==> config.mk <==
export PLATFORM = sky130hd
export DESIGN_NAME = rf_scan_arbiter_flat
export DESIGN_NICKNAME = d
export VERILOG_FILES = /design/src/rtl/rf_scan_arbiter_if.sv /design/src/rtl/rf_scan_arbiter.sv /design/src/flat_wrapper.sv
export SDC_FILE = /design/constraint.sdc
export NUM_CORES = 1
export LEC_CHECK = 0
export ABC_CLOCK_PERIOD_IN_PS = 1800
export CAP_MARGIN = 20
export CORE_ASPECT_RATIO = 1.5
export CORE_UTILIZATION = 39
export CTS_CLUSTER_SIZE = 25
export DETAILED_ROUTE_END_ITERATION = 7
export GPL_ROUTABILITY_DRIVEN = 0
export PLACE_DENSITY = 0.8
export SYNTH_ARGS = -nofsm -noshare
export SYNTH_HDL_FRONTEND = slang
export SYNTH_SLANG_ARGS = --single-unit
==> constraint.sdc <==
create_clock -name clk -period 1.8 [get_ports clk]
set_input_delay 0.45 -clock clk [delete_from_list [all_inputs] [get_ports clk]]
set_output_delay 0.45 -clock clk [all_outputs]
set_load 0.05 [all_outputs]
Fig. 1: run 1, floorplan with the power grid
Scale: 4 px per um. Pins as bars on the die edge.
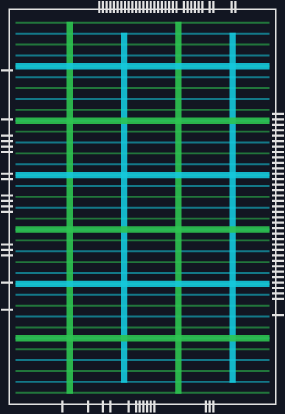
[cyan] VDD
[green] VSS
rows: 34
met1 rails: 35
met4 straps: 4
Die Y: 98.4 um
Die Wd: 66.3 um

Fig. 2: run 1, placement by cell class
Scale: 3 px per um. Fill, decap, tap and diode cells in gray.
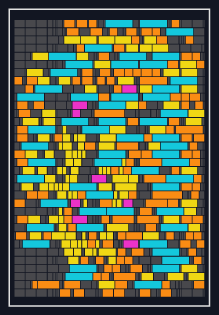
[orange] remaining buffers and delay cells | cells: 135
[yellow] combinational and other logic | cells: 115
[cyan] sequential cells | cells: 55
[magenta] clock drivers and dummy loads | cells: 8
Layout Utilization: 68.9%
Cell Rows: 34
post-route standard cell area excluding fillers: 4040 um2

Fig. 3: run 1, clock distribution
Scale: 6 px per um.
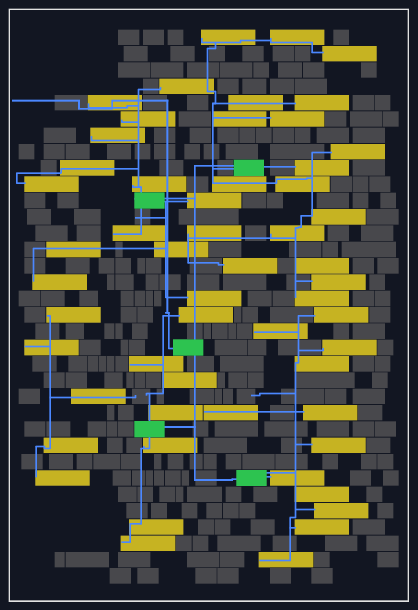
[green] clock drivers | count: 5
[blue] clock wires | length: 667 um
[yellow] flip-flops | count: 55
flops lie: spread over the die
routed clock nets: 6
relative contribution of the clock network to total power: 13.8%
Clock Skews: 0.0166 ns
clk pwr: 0.000700 W
latest clock arrival within the worst-skew pair: 0.32 ns

Fig. 4: run 1, signal wires by layer
Scale: 4 px per um. Only two layers are drawn.
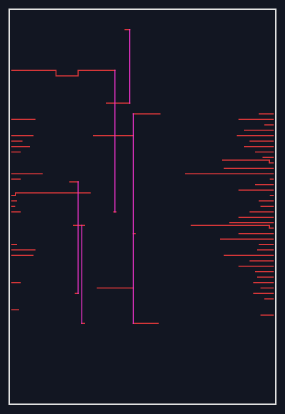
[red] metal 3 | wire length: 389 um
[magenta] metal 4 | wire length: 158 um
global-route usage over all layers: 19.9%
routed wire length per instance: 15.8 um
total wire length: 6070 um
DR vias: 1,869

==> run notes, run 1 <==
Item: results of the latest flow run.

- The CTS report gives the tree buffer count as 5.
- The half-perimeter wire length after detailed placement is 4250 um.
- The mapped netlist covers 2420 um2.
- The number of unique standard cell types used by synthesis is 34.
- The number of diodes added for antenna fixing is 0.
- The most numerous logic cell after layout is sky130_fd_sc_hd__buf_4.
- The flow reported a cell area power density of 1260 nW/um2.
- Per the log, the first TritonRoute iteration ended with a DRC count of 46.
- The core region is 5870 um2.
- The startpoint type of the worst setup path is a flop.
- The flow inserted 72 tap cells.
- The most area-hungry cell class in the final design is sequential cells.
- On the critical path the data arrives at 1.84 ns.
- The biggest area contributor in the post-synthesis netlist is sky130_fd_sc_hd__dfrtp_1.
- The switching fraction of total power is 43.0%.
- For reference, the mux area share after synthesis is 23.3%.
- Of all nets on the critical path, the largest fanout is 4.
- The final timing report gives a worst setup slack of -0.493 ns.
- The instance count after placement with tap cells included is 363.
- The static leakage is 1.82 nW.
- Of the total synthesized cell area, the portion taken by AND-OR and OR-AND cells is 5.75%.
- The average size of a mapped cell is 13.8 um2.
- The buffers inserted during post-CTS setup optimization is 5.
- The proportion of cell area occupied by registers is 34.0%.
- The fraction of area in multi-input gates is 27.1%.
- The kind of path behind the tightest hold check is in -> async.
- Per the OpenROAD floorplan log, the area of the die is 6520 um2.
- TritonCTS built the clock tree.
- Power attributed to combinational cells is 0.00257 W.
- The power report lists cell-internal power as 0.00290 W.
- Entering global routing, the biggest net connects 56 pins.
- The dominant kind of combinational cell is multiplexers.
- From the final report, the count of setup violators was given as 43.
- The initial core utilization is 41.2%.
- Traced cell by cell, the critical path runs through inv_1 > ha_2 > nand3b_4 > a21oi_4 > buf_12 > mux2_4 > buf_6.
- The run finished, with violations left.
- The timing report lists the critical path depth as 7 cells.
- The final reports fail on negative setup slack.
- According to the finish report, the design has a final net count of 368.
- In the synthesized netlist, the number of instances is 175.
- The register with the most flip-flops in the layout has 32 of them.
- The number of antenna violations at the first check in global routing is 0.
- The minimum period implied by the final worst setup slack is 2.29 ns.
- Per the cell usage report, the commonest logic cells after layout are sky130_fd_sc_hd__buf_4 (60), sky130_fd_sc_hd__dfrtp_1 (55), sky130_fd_sc_hd__clkdlybuf4s50_1 (51).
- The post-cts resize count is 12.
- The number of cell instances after yosys synthesis is 175.
- The sequential share of power is 35.7%.
- The critical path is of the reg -> out type.
- The area growth from synthesis to layout is 67.4%.
- The number of non-clock inverters in the layout is 7.
- The headroom to the max-slew limit is 79.3%.
- The commonest cells after synthesis are sky130_fd_sc_hd__dfrtp_1 (55), sky130_fd_sc_hd__mux2_2 (47), sky130_fd_sc_hd__nor2_1 (9).
- The number of I/O port buffers is 98.
- Clock cells make up 2.32% of the layout cell area.
- After synthesis, flip-flops and latches occupy 57.0% of the total area.
- In the routed design, unresolved DRC markers number 0.
- The final clock period utilization by the worst path is 127%.
- The number of hold buffers added after CTS is 0.
- The async set or reset register ratio after synthesis is 100%.
- STA classifies the critical path endpoint as an output port.
- The worst register-to-register path depth is 10.
- The final hold violation count is 0.
- The dominant register cell in the synthesized netlist is sky130_fd_sc_hd__dfrtp_1.
- The via-per-instance ratio is 4.85.
- The largest power group is combinational cells.
- The layout multi-input combinational cell count is 108.
- In the CTS report, the clock slew at the register clock pins of the worst setup and hold paths is listed as 0.11 ns.
- The post-synthesis xor/xnor area fraction is 2.54%.
- Per the layout report, the design carries 438 filler cells.
- The highest supply drop recorded on VDD is 808 uV.
## run 1: per-layer routing
metal | global-route usage (%) | part of all wire, % | wire, um | vias up
li1 | - | - | - | 890
met5 | 0 | 0 | 0 | -
met1 | 20.8 | 35 | 2150 | 901
met4 | 9.00 | 2.6 | 158 | 0
met2 | 36.7 | 56 | 3370 | 65
met3 | 3.97 | 6.4 | 388 | 13
## run 1: through the flow
stage / worst slack [ns] / hold slack [ns] / utilization (%)
after global placement: -0.420 / 0.472 / 62.1
after CTS: -0.542 / 0.121 / 67.5
after detailed placement: -0.441 / 0.470 / 62.1
after global routing: -0.566 / 0.136 / 68.9
final: -0.493 / 0.115 / 68.9
after floorplan: -0.0555 / 0.154 / -
--- run 2 (diff from run 1) ---
--- a/config.mk
+++ b/config.mk
@@ -13,6 +13,7 @@
 export DETAILED_ROUTE_END_ITERATION = 7
 export GPL_ROUTABILITY_DRIVEN = 0
 export PLACE_DENSITY = 0.8
+export SKIP_CTS_REPAIR_TIMING = 1
 export SYNTH_ARGS = -nofsm -noshare
 export SYNTH_HDL_FRONTEND = slang
 export SYNTH_SLANG_ARGS = --single-unit
Fig. 5: run 2, floorplan with the power grid
Scale: 4 px per um. Pins as bars on the die edge.
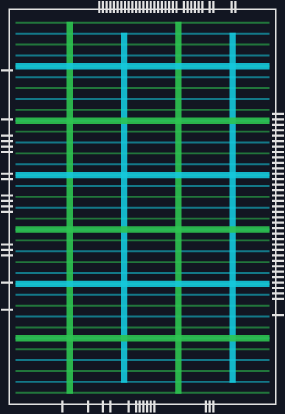
[cyan] VDD
[green] VSS
signal pins: 99
met4 straps: 4
placeable core region: 5870 um2
maximum resistive drop on vdd: 780 uV

==> run 2 against run 1 <==
  * The run still ends with negative setup slack left
  * Area after synthesis unchanged
  * Count of clock-buffer cells in the layout unchanged
  * Synthesized cell count unchanged
  * Setup slack got worse by 0.019 ns
  * Critical path type unchanged
  * Critical endpoint unchanged
  * Highest routed layer unchanged
==> run notes, run 2 <==
Item: results of the latest flow run.

- The half-perimeter wire length after detailed placement is 4250 um.
- The overall global routing resource usage is 18.3%.
- The synthesized netlist was found by Yosys to have 175 cells.
- The most area-hungry cell class in the final design is sequential cells.
- The count of cell instances traversed by the critical path is 7.
- The flip-flop count of the largest register after layout is 32.
- In the layout the tool counted multi-input logic cells amounting to 108.
- In this run the vertical extent of the chip is 98.4 um.
- The final reports fail on negative setup slack.
- For this design the top-level I/O count stands at 99.
- The kind of path behind the tightest hold check is in -> async.
- From synthesis to final layout, the design area changed by 64.2%.
- The top cell types in the final layout, fill and taps aside, are sky130_fd_sc_hd__buf_4 (60), sky130_fd_sc_hd__dfrtp_1 (55), sky130_fd_sc_hd__clkdlybuf4s50_1 (51).
- The die footprint is 6520 um2.
- Summing every instance area after synthesis gives 2420 um2.
- The logic depth of the worst register-to-register path is 9.
- The fraction of power consumed by the clock network is 13.9%.
- CTS added clock buffers totalling 5.
- The power report lists the combinational group at 0.00252 W.
- The clock network power is 0.000702 W.
- The leakage component of the power was reported as 1.78 nW.
- Measured along the x axis, the die boundary spans 66.3 um.
- The flow inserted 72 tap cells.
- In this run, the synthesized area fraction spent on AND-OR/OR-AND gates is recorded as 5.75%.
- The clock reaches the later pin of the worst-skew pair after 0.32 ns.
- The number of different library cells used by synthesis comes to 34.
- The dominant kind of combinational cell is multiplexers.
- The final timing report derives a shortest allowable period of 2.31 ns.
- The maximum fanout encountered on the critical timing path is 4.
- The final net count is 366.
- The largest power group is combinational cells.
- The number of non-clock inverters in the layout is 7.
- Per the post-synthesis stats, the area per cell is 13.8 um2.
- The final antenna diode tally reported by the flow is 0.
- For this run, the final setup violation count is recorded as 43.
- For this sky-water flow run, the detailed-routed wirelength per cell is reported as 15.8 um.
- The headroom to the max-slew limit is 76.1%.
- The maximum number of pins on one net before global-route repair is 56.
- The routed layout has 1,860 vias.
- The dominant register cell in the synthesized netlist is sky130_fd_sc_hd__dfrtp_1.
- The cell sequence reported for the critical path is inv_1 > ha_2 > nand3b_4 > a21oi_4 > buf_12 > mux2_4 > buf_6.
- Total power normalized to cell area comes to 1270 nW/um2.
- The startpoint type of the worst setup path is a flop.
- The switching fraction of total power is 43.2%.
- The via-per-instance ratio is 4.86.
- The number of antenna violations at the first check in global routing is 0.
- The instance count after placement with tap cells included is 363.
- TritonCTS built the clock tree.
- The final clock skew is 0.0145 ns.
- Of all the cell area in the finished design, the clock network holds 2.37%.
- The flow ran to the end, but the final reports show violations.
- The total wire length after detailed routing is 6050 um.
- The portion of the post-synthesis area used by sequential elements is 57.0%.
- Once the floorplan was initialized, standard cells occupied 41.2% of the core.
- The kind of end point of the critical path is an output port.
- For this block, the initial DRC count from the detailed router was 61.
- The proportion of cell area occupied by registers is 34.7%.
- Summing the areas of all xor and xnor instances in the mapped netlist gives 2.54% of the synthesized area.
- The most critical hold endpoint after final layout shows a slack of 0.115 ns.
- Per the layout report, the design carries 438 filler cells.
- The most numerous logic cell after layout is sky130_fd_sc_hd__buf_4.
- Post-route period utilization is reported as 128%.
- Timing analysis after detailed placement gives a worst setup slack of -0.441 ns.
- For this run, design rule violations remaining after detail routing come to 0.
- The async set or reset register ratio after synthesis is 100%.
- The final design instance area without fill is 3970 um2.
- For reference, the final report shows the hold violation count at 0.
- Looking at the setup timing report, the critical path kind is reg -> out.
- As logged by OpenROAD, the buffers inserted on ports number 98.
- Counting instances in the post-synthesis netlist gives the leading cell types as sky130_fd_sc_hd__dfrtp_1 (55), sky130_fd_sc_hd__mux2_2 (47), sky130_fd_sc_hd__nor2_1 (9).
- Synthesis handed over a netlist of 175 instances.
- The mux share of post-synthesis cell area is 23.3%.
- The fraction of area in multi-input gates is 27.1%.
- For reference, the placement row count at floorplan is 34.
- The internal portion of the total power is 0.00286 W.
- The critical path in the final layout is reported with a setup slack of -0.513 ns.
- The clock slew seen by the registers of the worst setup and hold paths is 0.10 ns.
- Of all cell types, the one taking the most synthesized area is sky130_fd_sc_hd__dfrtp_1.
[run 2: cell count changes in the layout (fill, tap and decap cells not counted)]
| cell | before | now |
|---|---|---|
| sky130_fd_sc_hd__buf_8 | 2 | 1 |
| sky130_fd_sc_hd__buf_12 | 8 | 5 |
| sky130_fd_sc_hd__buf_16 | 2 | 0 |
| sky130_fd_sc_hd__mux2_4 | 29 | 24 |
| sky130_fd_sc_hd__clkbuf_16 | 2 | 4 |
| sky130_fd_sc_hd__mux2_2 | 20 | 25 |
| sky130_fd_sc_hd__buf_6 | 9 | 11 |
[run 2: per-layer routing]
layer  track usage, %  share of wire [%]
met1             20.5                 36
met2             31.6                 55
met3             3.86                6.3
met4             9.66                3.0
met5                0                  0
Power and IR drop assume default switching activity.
